[src/rtl/palette_write_seq.sv]
// Palette write sequencer: turns pointer/port CPU strobes into paired
// R/B and G RAM write strobes, after an optional 16-entry default load.
module palette_write_seq #(
    parameter bit INIT_ON_RESET = 1'b1
) (
    input  logic       CLK,
    input  logic       RESET_N,
    input  logic       PTR_WE,
    input  logic [3:0] PTR_DATA,
    input  logic       PORT_WE,
    input  logic [7:0] PORT_DATA,
    output logic [7:0] PAL_ADR,
    output logic       RB_WE,
    output logic [7:0] RB_DBO,
    output logic       G_WE,
    output logic [7:0] G_DBO,
    output logic       BUSY
);

    typedef enum logic [1:0] {
        S_INIT,
        S_FIRST,
        S_SECOND
    } state_t;

    state_t     state_q;
    logic [4:0] k_q;
    logic [3:0] ptr_q;
    logic [7:0] lat_q;
    logic [7:0] adr_q;
    logic [7:0] rb_q;
    logic [7:0] g_q;
    logic       we_q;
    logic       busy_q;

    function automatic logic [7:0] rb_def(input logic [3:0] k);
        case (k)
            4'd0:    return 8'h00;
            4'd1:    return 8'h00;
            4'd2:    return 8'h11;
            4'd3:    return 8'h33;
            4'd4:    return 8'h26;
            4'd5:    return 8'h37;
            4'd6:    return 8'h52;
            4'd7:    return 8'h27;
            4'd8:    return 8'h62;
            4'd9:    return 8'h63;
            4'd10:   return 8'h52;
            4'd11:   return 8'h63;
            4'd12:   return 8'h11;
            4'd13:   return 8'h55;
            4'd14:   return 8'h55;
            default: return 8'h77;
        endcase
    endfunction

    function automatic logic [2:0] g_def(input logic [3:0] k);
        case (k)
            4'd0:    return 3'd0;
            4'd1:    return 3'd0;
            4'd2:    return 3'd5;
            4'd3:    return 3'd6;
            4'd4:    return 3'd2;
            4'd5:    return 3'd3;
            4'd6:    return 3'd2;
            4'd7:    return 3'd6;
            4'd8:    return 3'd2;
            4'd9:    return 3'd3;
            4'd10:   return 3'd5;
            4'd11:   return 3'd6;
            4'd12:   return 3'd4;
            4'd13:   return 3'd2;
            4'd14:   return 3'd5;
            default: return 3'd7;
        endcase
    endfunction

    // k_q runs to 16 so the entry-15 write cycle still reports BUSY.
    always_ff @(posedge CLK) begin
        if (!RESET_N) begin
            state_q <= INIT_ON_RESET ? S_INIT : S_FIRST;
            k_q     <= 5'd0;
            ptr_q   <= 4'd0;
            lat_q   <= 8'h00;
            we_q    <= 1'b0;
            adr_q   <= 8'h00;
            rb_q    <= 8'h00;
            g_q     <= 8'h00;
            busy_q  <= INIT_ON_RESET;
        end else begin
            we_q <= 1'b0;
            case (state_q)
                S_INIT: begin
                    if (k_q[4]) begin
                        state_q <= S_FIRST;
                        busy_q  <= 1'b0;
                        ptr_q   <= 4'd0;
                    end else begin
                        we_q  <= 1'b1;
                        adr_q <= {4'h0, k_q[3:0]};
                        rb_q  <= rb_def(k_q[3:0]);
                        g_q   <= {5'b0, g_def(k_q[3:0])};
                        k_q   <= k_q + 5'd1;
                    end
                end
                S_FIRST: begin
                    if (PTR_WE) begin
                        ptr_q <= PTR_DATA;
                    end else if (PORT_WE) begin
                        lat_q   <= PORT_DATA & 8'h77;
                        state_q <= S_SECOND;
                    end
                end
                S_SECOND: begin
                    if (PTR_WE) begin
                        ptr_q   <= PTR_DATA;
                        state_q <= S_FIRST;
                    end else if (PORT_WE) begin
                        we_q    <= 1'b1;
                        adr_q   <= {4'h0, ptr_q};
                        rb_q    <= lat_q;
                        g_q     <= {5'b0, PORT_DATA[2:0]};
                        ptr_q   <= ptr_q + 4'd1;
                        state_q <= S_FIRST;
                    end
                end
                default: state_q <= S_FIRST;
            endcase
        end
    end

    assign PAL_ADR = adr_q;
    assign RB_WE   = we_q;
    assign G_WE    = we_q;
    assign RB_DBO  = rb_q;
    assign G_DBO   = g_q;
    assign BUSY    = busy_q;

endmodule

[config.mk]
export PLATFORM = sky130hd
export DESIGN_NAME = palette_write_seq
export DESIGN_NICKNAME = d
export VERILOG_FILES = /design/src/rtl/palette_write_seq.sv
export SDC_FILE = /design/constraint.sdc
export NUM_CORES = 1
export LEC_CHECK = 0
export CAP_MARGIN = 15
export CORE_ASPECT_RATIO = 1.5
export CORE_UTILIZATION = 50
export DETAILED_ROUTE_END_ITERATION = 10
export PLACE_DENSITY = 0.82
export SLEW_MARGIN = 20
export SYNTH_ARGS = -nofsm -noshare
export SYNTH_HDL_FRONTEND = slang
export SYNTH_SLANG_ARGS = --single-unit
[constraint.sdc]
create_clock -name CLK -period 6.4 [get_ports CLK]
set_input_delay 0.64 -clock CLK [delete_from_list [all_inputs] [get_ports CLK]]
set_output_delay 0.64 -clock CLK [all_outputs]
set_load 0.03 [all_outputs]
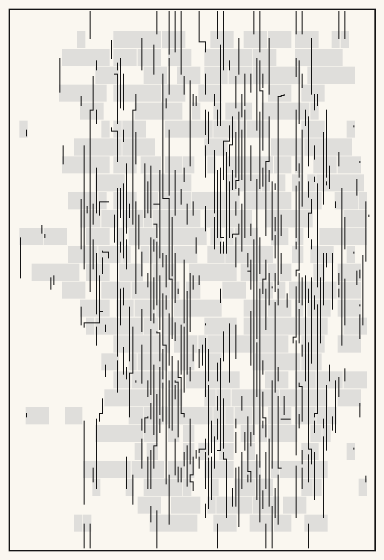
**Above:** run 1 (metal 2).
longest straight run: 29.6 um
wire length on this layer: 2,100 um
nets with wire on the layer: 225
GRT met2 Usage: 34.9%
total number of vias: 1,608
Routed Wire Length: 4100 um

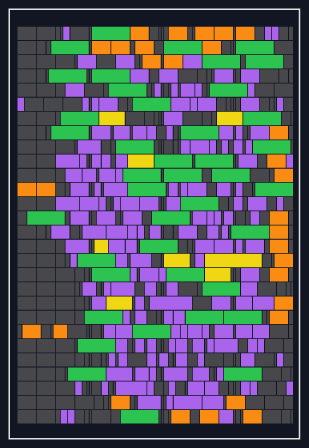
**Above:** run 1 (placed cells, one color a class).
Fill, decap, tap and diode cells in gray.
legend:
  purple:
    class: remaining logic cells
    cells: 168
    share_of_their_area: 49%
  orange:
    class: remaining buffers and delay cells
    cells: 30
    share_of_their_area: 12%
  yellow:
    class: clock drivers and dummy loads
    cells: 8
    share_of_their_area: 4.9%
  green:
    class: sequential cells
    cells: 41
    share_of_their_area: 34%

==> report_table.html, run 1 <==
<!-- implementation run metrics -->
<table>
<tr><th>Metric</th><th>Value</th></tr>
<tr><th colspan="2">Job</th></tr>
<tr><td>Number of logged tool warnings</td><td>35</td></tr>
<tr><td>Count of maximum capacitance violations</td><td>0</td></tr>
<tr><th colspan="2">Drt</th></tr>
<tr><td>Starting DRC count in detailed routing</td><td>34</td></tr>
<tr><td>Wirelength per Cell</td><td>14.0 um</td></tr>
<tr><td>Count of unresolved DRC violations after routing</td><td>0</td></tr>
<tr><th colspan="2">Logic synthesis</th></tr>
<tr><td>Yosys stat chip area</td><td>2130 sq um</td></tr>
<tr><td>Simple-gate share of the synthesized area</td><td>14.9%</td></tr>
<tr><td>Count of state elements after synthesis</td><td>41</td></tr>
<tr><td>Multiplexer area fraction after synthesis</td><td>12.0%</td></tr>
<tr><td>Yosys adder share</td><td>6.45%</td></tr>
<tr><td>Synth Area in XOR/XNOR</td><td>1.64%</td></tr>
<tr><td>Yosys cell types</td><td>38</td></tr>
<tr><td>Synthesis warning total</td><td>0</td></tr>
<tr><td>Post-Syn Area</td><td>2130 sq um</td></tr>
<tr><td>Count of flip-flops with a built-in enable after synthesis</td><td>0</td></tr>
<tr><td>Fraction of registers with async set/reset</td><td>0%</td></tr>
<tr><td>Per-instance average area after synthesis</td><td>9.44 sq um</td></tr>
<tr><td>Most instantiated flip-flop cell in the synthesis netlist</td><td>sky130_fd_sc_hd__dfxtp_1</td></tr>
<tr><th colspan="2">Clock tree</th></tr>
<tr><td>Clock-pin slew on the worst setup and hold paths</td><td>80 ps</td></tr>
<tr><td>Cts bufs inserted</td><td>5</td></tr>
<tr><td>Number of buffers added to fix hold violations after cts</td><td>0</td></tr>
<tr><td>Maximum number of buffers from clock root to sink</td><td>2</td></tr>
<tr><th colspan="2">Timing</th></tr>
<tr><td>Worst-Margin Slew</td><td>767 ps</td></tr>
<tr><td>Post-Route Skew</td><td>2.40 ps</td></tr>
<tr><td>Fin Setup TNS</td><td>0 ps</td></tr>
<tr><td>Post-layout worst setup margin</td><td>3590 ps</td></tr>
<tr><td>Final Max-Slew Violation Tally</td><td>0</td></tr>
<tr><td>Hold violation total from the final report</td><td>0</td></tr>
<tr><td>Max-slew headroom</td><td>48.4%</td></tr>
<tr><th colspan="2">Finish</th></tr>
<tr><td>Clock buffer cells</td><td>6</td></tr>
<tr><td>Invs w/o clock</td><td>6</td></tr>
<tr><td>Fillers</td><td>335</td></tr>
<tr><td>Proportion of layout cells with a drive suffix above 1</td><td>7.29%</td></tr>
<tr><td>Total inserted antenna cells</td><td>0</td></tr>
<tr><td>Flop count</td><td>41</td></tr>
<tr><th colspan="2">Worst setup path</th></tr>
<tr><td>Worst Path Arrival</td><td>2970 ps</td></tr>
<tr><td>CP endpoint kind</td><td>register</td></tr>
<tr><td>Required time of the critical path</td><td>6560 ps</td></tr>
<tr><td>Type of the worst setup path</td><td>in2reg</td></tr>
<tr><td>Reg2reg setup slack</td><td>3690 ps</td></tr>
<tr><td>Buffers &amp; Inverters on Critical Path</td><td>3</td></tr>
<tr><td>Critical path's largest stage delay</td><td>680 ps</td></tr>
<tr><td>CP most frequent cell</td><td>sky130_fd_sc_hd__mux2i_1</td></tr>
<tr><td>Nature of the critical path startpoint</td><td>input port</td></tr>
<tr><td>Max FO, Critical Path</td><td>35</td></tr>
<tr><th colspan="2">Place</th></tr>
<tr><td>Post-DP HPWL</td><td>2790 um</td></tr>
<tr><td>DP Worst Slack</td><td>3300 ps</td></tr>
<tr><td>Global placer's final weighted congestion</td><td>0.821</td></tr>
<tr><th colspan="2">Floorplanning</th></tr>
<tr><td>Horizontal die dimension</td><td>55.3 um</td></tr>
<tr><td>Die area</td><td>4540 sq um</td></tr>
<tr><td>Height of the chip</td><td>82 um</td></tr>
<tr><td>Area of the core</td><td>4030 sq um</td></tr>
<tr><td>Effective utilization at floorplan</td><td>53.0%</td></tr>
<tr><td>Number of top-level design ports</td><td>43</td></tr>
<tr><td>Number of rows created at floorplan</td><td>28</td></tr>
<tr><th colspan="2">Power</th></tr>
<tr><td>Sequential Power Share</td><td>35.7%</td></tr>
<tr><td>Net switching fraction of the power</td><td>37.0%</td></tr>
<tr><td>Power in combinational cells</td><td>0.409 mW</td></tr>
<tr><td>Fraction of power consumed by the clock network</td><td>22.3%</td></tr>
<tr><td>Seq group</td><td>0.348 mW</td></tr>
<tr><td>Power Internal</td><td>0.614 mW</td></tr>
<tr><td>Power drawn by the clock network</td><td>0.218 mW</td></tr>
<tr><td>Maximum VDD drop</td><td>0.364 mV</td></tr>
<tr><td>Logic gate share of total power</td><td>42.0%</td></tr>
<tr><th colspan="2">Global routing</th></tr>
<tr><td>Pin count of the biggest net entering global routing</td><td>36</td></tr>
<tr><td>Global routing usage summed across all routing layers</td><td>19.2%</td></tr>
<tr><td>GRT overflow</td><td>0</td></tr>
<tr><td>Number of antenna violations at the first check in global routing</td><td>0</td></tr>
<tr><td>Via count of the first global-routing pass</td><td>1,452</td></tr>
<tr><th colspan="2">Status</th></tr>
<tr><td>Outcome</td><td>finished clean</td></tr>
<tr><th colspan="2">Min path</th></tr>
<tr><td>Hold Path Stages</td><td>2</td></tr>
</table>
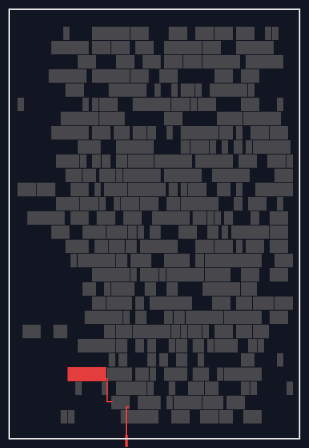
**Above:** run 1 (port wiring).
legend:
  red:
    port: BUSY
    bits: 1
    direction: output
    end_cells: 1
    buffers: 1
    wire: 11.9 um

run 1: metrics by stage:
step           utilization, %  std cells  hold WS, ps
2_1_floorplan               -        236          443
3_3_place_gp             58.4        284          434
3_5_place_dp             58.4        284          440
4_1_cts                  61.4        292          452
5_1_grt                  61.6        292          473
6_report                 61.6        292          446
run 1: layer usage:
metal | GRT usage, % | vias up | wire [um] | part of all wire (%)
li1 | - | 793 | - | -
met4 | 9.00 | 0 | 78 | 1.9
met3 | 4.41 | 6 | 143 | 3.5
met5 | 0 | - | 0 | 0
met2 | 34.9 | 38 | 2100 | 51
met1 | 21.1 | 771 | 1780 | 43
run 1: layout by cell type (no fill, tap or decap), types with 3 or more instances in the layout:
| cell | n |
|---|---|
| sky130_fd_sc_hd__a21boi_0 | 8 |
| sky130_fd_sc_hd__a21oi_1 | 5 |
| sky130_fd_sc_hd__clkbuf_8 | 6 |
| sky130_fd_sc_hd__clkdlybuf4s50_1 | 29 |
| sky130_fd_sc_hd__conb_1 | 11 |
| sky130_fd_sc_hd__dfxtp_1 | 41 |
| sky130_fd_sc_hd__ha_1 | 10 |
| sky130_fd_sc_hd__inv_1 | 6 |
| sky130_fd_sc_hd__mux2_2 | 3 |
| sky130_fd_sc_hd__mux2i_1 | 20 |
| sky130_fd_sc_hd__nand2_1 | 32 |
| sky130_fd_sc_hd__nand2b_1 | 6 |
| sky130_fd_sc_hd__nand3_1 | 8 |
| sky130_fd_sc_hd__nor2_1 | 6 |
| sky130_fd_sc_hd__nor2b_1 | 3 |
| sky130_fd_sc_hd__nor3_1 | 3 |
| sky130_fd_sc_hd__o211a_1 | 13 |
| sky130_fd_sc_hd__o21ai_0 | 5 |
| sky130_fd_sc_hd__xnor2_1 | 4 |
## Run 2: what changed since run 1
==> constraint.sdc (replaced) <==
create_clock -name CLK -period 2.6 [get_ports CLK]
set_input_delay 0.26 -clock CLK [delete_from_list [all_inputs] [get_ports CLK]]
set_output_delay 0.26 -clock CLK [all_outputs]
set_load 0.03 [all_outputs]
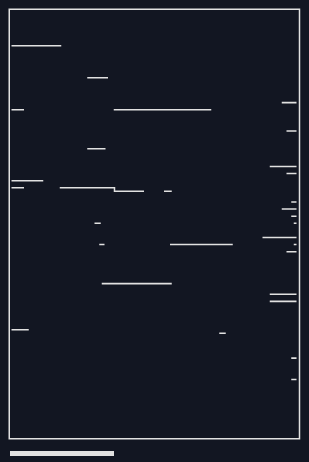
**Above:** run 2 (met3 routing).
Scale bar: 20 um.
longest straight run: 18.4 um
wire length on this layer: 126 um
share of all routed wire: 3.0%
nets with wire on the layer: 25
main direction: horizontal
total number of vias: 1,629
Routed Wire Length: 4180 um
met3 layer usage reported by global route: 4.88%

==> run 2 against run 1 <==
Effect of this change: clock skew rose by 4.4 ps; routed wire length rose by 2.1%; clock power rose by 100%; synthesized area did not move; largest cell class unchanged; combinational power rose to 2.5 times the previous value; non-clock buffer count rose by 7; total power rose by 140%; largest power group unchanged; critical path depth rose by 2.
==> report_table.html, run 2 <==
<!-- implementation run metrics -->
<table>
<tr><th>Metric</th><th>Value</th></tr>
<tr><th colspan="2">Timing</th></tr>
<tr><td>Final Max-Slew Violation Tally</td><td>0 (unchanged)</td></tr>
<tr><td>Max-slew headroom</td><td>58.4% (+10 points)</td></tr>
<tr><td>Setup violations, final</td><td>0</td></tr>
<tr><td>Maximum achievable frequency</td><td>453 MHz</td></tr>
<tr><td>Post-layout minimum cycle time</td><td>2210 ps</td></tr>
<tr><td>Worst-Margin Slew</td><td>620 ps (-147 ps)</td></tr>
<tr><td>Post-Route Skew</td><td>6.76 ps (+4.36 ps)</td></tr>
<tr><td>Setup repair after global routing missed its margin</td><td>false</td></tr>
<tr><td>Hold violation total from the final report</td><td>0 (unchanged)</td></tr>
<tr><td>Fin Setup TNS</td><td>0 ps (unchanged)</td></tr>
<tr><th colspan="2">Status</th></tr>
<tr><td>Outcome</td><td>finished clean</td></tr>
<tr><th colspan="2">Clock tree</th></tr>
<tr><td>Cts bufs inserted</td><td>5 (unchanged)</td></tr>
<tr><td>Maximum number of buffers from clock root to sink</td><td>2 (unchanged)</td></tr>
<tr><td>Post-CTS sizing</td><td>0</td></tr>
<tr><td>Clock-pin slew on the worst setup and hold paths</td><td>80 ps (about the same)</td></tr>
<tr><td>Setup Fix Bufs, Post-CTS</td><td>0</td></tr>
<tr><td>TritonCTS clock tree</td><td>yes</td></tr>
<tr><td>Number of buffers added to fix hold violations after cts</td><td>0 (unchanged)</td></tr>
<tr><td>Clk_lat worst skew</td><td>300 ps</td></tr>
<tr><td>Clock sink count</td><td>41</td></tr>
<tr><th colspan="2">Logic synthesis</th></tr>
<tr><td>Top cell type's share of synthesized area</td><td>38.5%</td></tr>
<tr><td>Count of state elements after synthesis</td><td>41 (unchanged)</td></tr>
<tr><td>Post-Syn Area</td><td>2130 sq um (unchanged)</td></tr>
<tr><td>Count of flip-flops with a built-in enable after synthesis</td><td>0 (unchanged)</td></tr>
<tr><td>Most instantiated flip-flop cell in the synthesis netlist</td><td>sky130_fd_sc_hd__dfxtp_1</td></tr>
<tr><td>Post-synth area hogs</td><td>sky130_fd_sc_hd__dfxtp_1 38%, sky130_fd_sc_hd__mux2i_1 9.4%, sky130_fd_sc_hd__ha_1 6.5%</td></tr>
<tr><td>Synthesis warning total</td><td>0 (unchanged)</td></tr>
<tr><td>Yosys cell types</td><td>38 (unchanged)</td></tr>
<tr><td>Fraction of registers with async set/reset</td><td>0% (unchanged)</td></tr>
<tr><td>Synth top cells by count</td><td>41 x sky130_fd_sc_hd__dfxtp_1, 32 x sky130_fd_sc_hd__nand2_1, 20 x sky130_fd_sc_hd__mux2i_1</td></tr>
<tr><td>Synthesized instance count</td><td>226</td></tr>
<tr><td>Per-instance average area after synthesis</td><td>9.44 sq um (unchanged)</td></tr>
<tr><td>Yosys top cell by instances</td><td>sky130_fd_sc_hd__dfxtp_1</td></tr>
<tr><td>Yosys stat chip area</td><td>2130 sq um (unchanged)</td></tr>
<tr><th colspan="2">Global routing</th></tr>
<tr><td>Number of antenna violations at the first check in global routing</td><td>0 (unchanged)</td></tr>
<tr><td>Global routing usage summed across all routing layers</td><td>20.1% (+0.94 points)</td></tr>
<tr><td>Pin count of the biggest net entering global routing</td><td>27 (-25%)</td></tr>
<tr><td>Via count of the first global-routing pass</td><td>1,562 (+7.6%)</td></tr>
<tr><td>GRT overflow</td><td>0 (unchanged)</td></tr>
<tr><th colspan="2">Worst setup path</th></tr>
<tr><td>Cells traversed along the worst timing path</td><td>inv_1, ha_1, nor2b_4, xnor2_1, nand2b_1, inv_1, ha_1, nor3b_1, a311oi_1</td></tr>
<tr><td>CP endpoint kind</td><td>register</td></tr>
<tr><td>Worst Path Arrival</td><td>2360 ps (-610 ps)</td></tr>
<tr><td>Required time of the critical path</td><td>2750 ps (-3810 ps)</td></tr>
<tr><td>Slowest CP cell</td><td>sky130_fd_sc_hd__dfxtp_1</td></tr>
<tr><td>Critical path's largest stage delay</td><td>320 ps (-360 ps)</td></tr>
<tr><td>Nature of the critical path startpoint</td><td>register</td></tr>
<tr><td>Buffers &amp; Inverters on Critical Path</td><td>2 (-1)</td></tr>
<tr><td>Max FO, Critical Path</td><td>7 (-80%)</td></tr>
<tr><td>Cell family with most CP delay</td><td>simple AND/OR/NAND/NOR gates</td></tr>
<tr><td>Type of the worst setup path</td><td>reg2reg</td></tr>
<tr><th colspan="2">Place</th></tr>
<tr><td>Global placer's final weighted congestion</td><td>0.860 (+4.7%)</td></tr>
<tr><td>Post-DP HPWL</td><td>3080 um (+11%)</td></tr>
<tr><th colspan="2">Drt</th></tr>
<tr><td>Wirelength per Cell</td><td>14.0 um (-0.34%)</td></tr>
<tr><td>Number of vias per cell</td><td>5.45</td></tr>
<tr><td>Count of unresolved DRC violations after routing</td><td>0 (unchanged)</td></tr>
<tr><td>Starting DRC count in detailed routing</td><td>34 (unchanged)</td></tr>
<tr><td>Total iterations of the first detailed-routing run</td><td>4</td></tr>
<tr><td>Antenna-violating nets left</td><td>0</td></tr>
<tr><th colspan="2">Finish</th></tr>
<tr><td>Relative area change from synthesis to final layout</td><td>17.3%</td></tr>
<tr><td>Total Nets Final</td><td>280</td></tr>
<tr><td>Total inserted antenna cells</td><td>0 (unchanged)</td></tr>
<tr><td>Fillers</td><td>345 (+3.0%)</td></tr>
<tr><td>Commonest cells after routing, fill and taps aside</td><td>41 x sky130_fd_sc_hd__dfxtp_1, 32 x sky130_fd_sc_hd__nand2_1, 29 x sky130_fd_sc_hd__clkdlybuf4s50_1, 20 x sky130_fd_sc_hd__mux2i_1, 13 x sky130_fd_sc_hd__o211a_1</td></tr>
<tr><td>Most frequent logic cell in the layout</td><td>sky130_fd_sc_hd__dfxtp_1</td></tr>
<tr><td>Proportion of layout cells with a drive suffix above 1</td><td>9.45% (+2.2 points)</td></tr>
<tr><th colspan="2">Floorplanning</th></tr>
<tr><td>Horizontal die dimension</td><td>55.3 um (unchanged)</td></tr>
<tr><td>Die area</td><td>4540 sq um (unchanged)</td></tr>
<tr><td>Number of rows created at floorplan</td><td>28 (unchanged)</td></tr>
<tr><td>Effective utilization at floorplan</td><td>53.0% (unchanged)</td></tr>
<tr><td>Number of top-level design ports</td><td>43 (unchanged)</td></tr>
<tr><td>Height of the chip</td><td>82 um (unchanged)</td></tr>
<tr><th colspan="2">Power</th></tr>
<tr><td>Power in combinational cells</td><td>1.04 mW (+150%)</td></tr>
<tr><td>Power drawn by the clock network</td><td>0.440 mW (+100%)</td></tr>
<tr><td>Sequential Power Share</td><td>36.7% (+1.0 points)</td></tr>
<tr><td>Maximum VDD drop</td><td>0.694 mV (+91%)</td></tr>
<tr><td>Lkg Pwr</td><td>1.10 nW</td></tr>
<tr><td>Power Internal</td><td>1.44 mW (+130%)</td></tr>
<tr><td>Net switching fraction of the power</td><td>38.4% (+1.5 points)</td></tr>
<tr><td>Seq group</td><td>0.858 mW (+150%)</td></tr>
<tr><td>Overall power consumption</td><td>2.34 mW</td></tr>
<tr><td>Fraction of power consumed by the clock network</td><td>18.8% (-3.5 points)</td></tr>
<tr><td>Power Dens Cells</td><td>934 nW/um^2</td></tr>
<tr><td>Largest Pwr Group</td><td>combinational cells</td></tr>
<tr><td>Logic gate share of total power</td><td>44.5% (+2.5 points)</td></tr>
<tr><td>Switching power summed over all nets</td><td>0.898 mW</td></tr>
<tr><th colspan="2">Job</th></tr>
<tr><td>Count of maximum capacitance violations</td><td>0 (unchanged)</td></tr>
<tr><td>Number of logged tool warnings</td><td>35 (unchanged)</td></tr>
<tr><th colspan="2">Min path</th></tr>
<tr><td>Worst hold path class</td><td>reg2reg</td></tr>
</table>
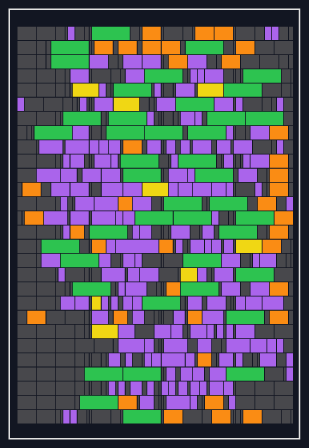
**Above:** run 2 (placed cells, one color a class).
Fill, decap, tap and diode cells in gray.
legend:
  orange:
    class: remaining buffers and delay cells
    cells: 37
    share_of_their_area: 14%
  purple:
    class: remaining logic cells
    cells: 168
    share_of_their_area: 48%
  green:
    class: sequential cells
    cells: 41
    share_of_their_area: 34%
  yellow:
    class: clock drivers and dummy loads
    cells: 8
    share_of_their_area: 3.9%
share of cell area taken by flip-flops and latches: 32.8%
end-of-flow core utilization: 62.1%
area of the core: 4030 sq um

-- run 2: cell counts after synthesis --
No cell type changed its count.
-- run 2: final timing paths --
path / start / end / slack, ps / cells past startpoint
setup reg to reg: state_q[0] / register / 390 / 9
setup / recovery: state_q[0] / register / 390 / 9
hold / removal: BUSY / BUSY / 450 / 2
hold reg to reg: BUSY / BUSY / 450 / 2
-- run 2: metrics by stage --
| stage | instance area [sq um] | cells | util (%) | hold WS (ps) | worst slack, ps |
|---|---|---|---|---|---|
| floorplan | 2170 | 236 | - | 416 | 364 |
| global placement | 2410 | 291 | 59.7 | 433 | 453 |
| detailed placement | 2410 | 291 | 59.7 | 435 | 394 |
| CTS | 2500 | 299 | 62.1 | 449 | 383 |
| global route | 2500 | 299 | 62.1 | 498 | 233 |
| finish | 2500 | 299 | 62.1 | 445 | 392 |
-- run 2: kinds of logic (layout without fill, tap and decap cells) --
logic type / Yosys count / count (layout) / share of synthesized area [%]
other: 1 / 11 / 0.176
muxes: 24 / 24 / 12.0
DFF: 41 / 41 / 38.5
AOI/OAI and AO/OA: 46 / 46 / 17.1
buffers and inverters: 33 / 51 / 9.27
xor gates and xnor gates: 4 / 4 / 1.64
and+or+nand+nor: 66 / 66 / 14.9
adders and majority gates: 11 / 11 / 6.45
-- run 2: layout make-up --
type	count	area, sq um	share of cell area, %
Multi-Input combinational cell	162	1160	46.2
Sequential cell	41	821	32.8
Timing Repair Buffer	37	350	14.0
Clock buffer	6	82.6	3.30
Tap cell	45	56.3	2.25
Inverter	6	22.5	0.900
Clock inverter	2	13.8	0.550
-- run 2: metal layers --
metal / up-vias / global-route usage (%) / part of all wire [%]
li1: 813 / - / -
met1: 774 / 22.5 / 45
met2: 34 / 35.5 / 50
met3: 8 / 4.88 / 3.0
met4: 0 / 10.3 / 2.2
met5: - / 0 / 0
No activity file was given, so power comes from the tool's default toggle rates.
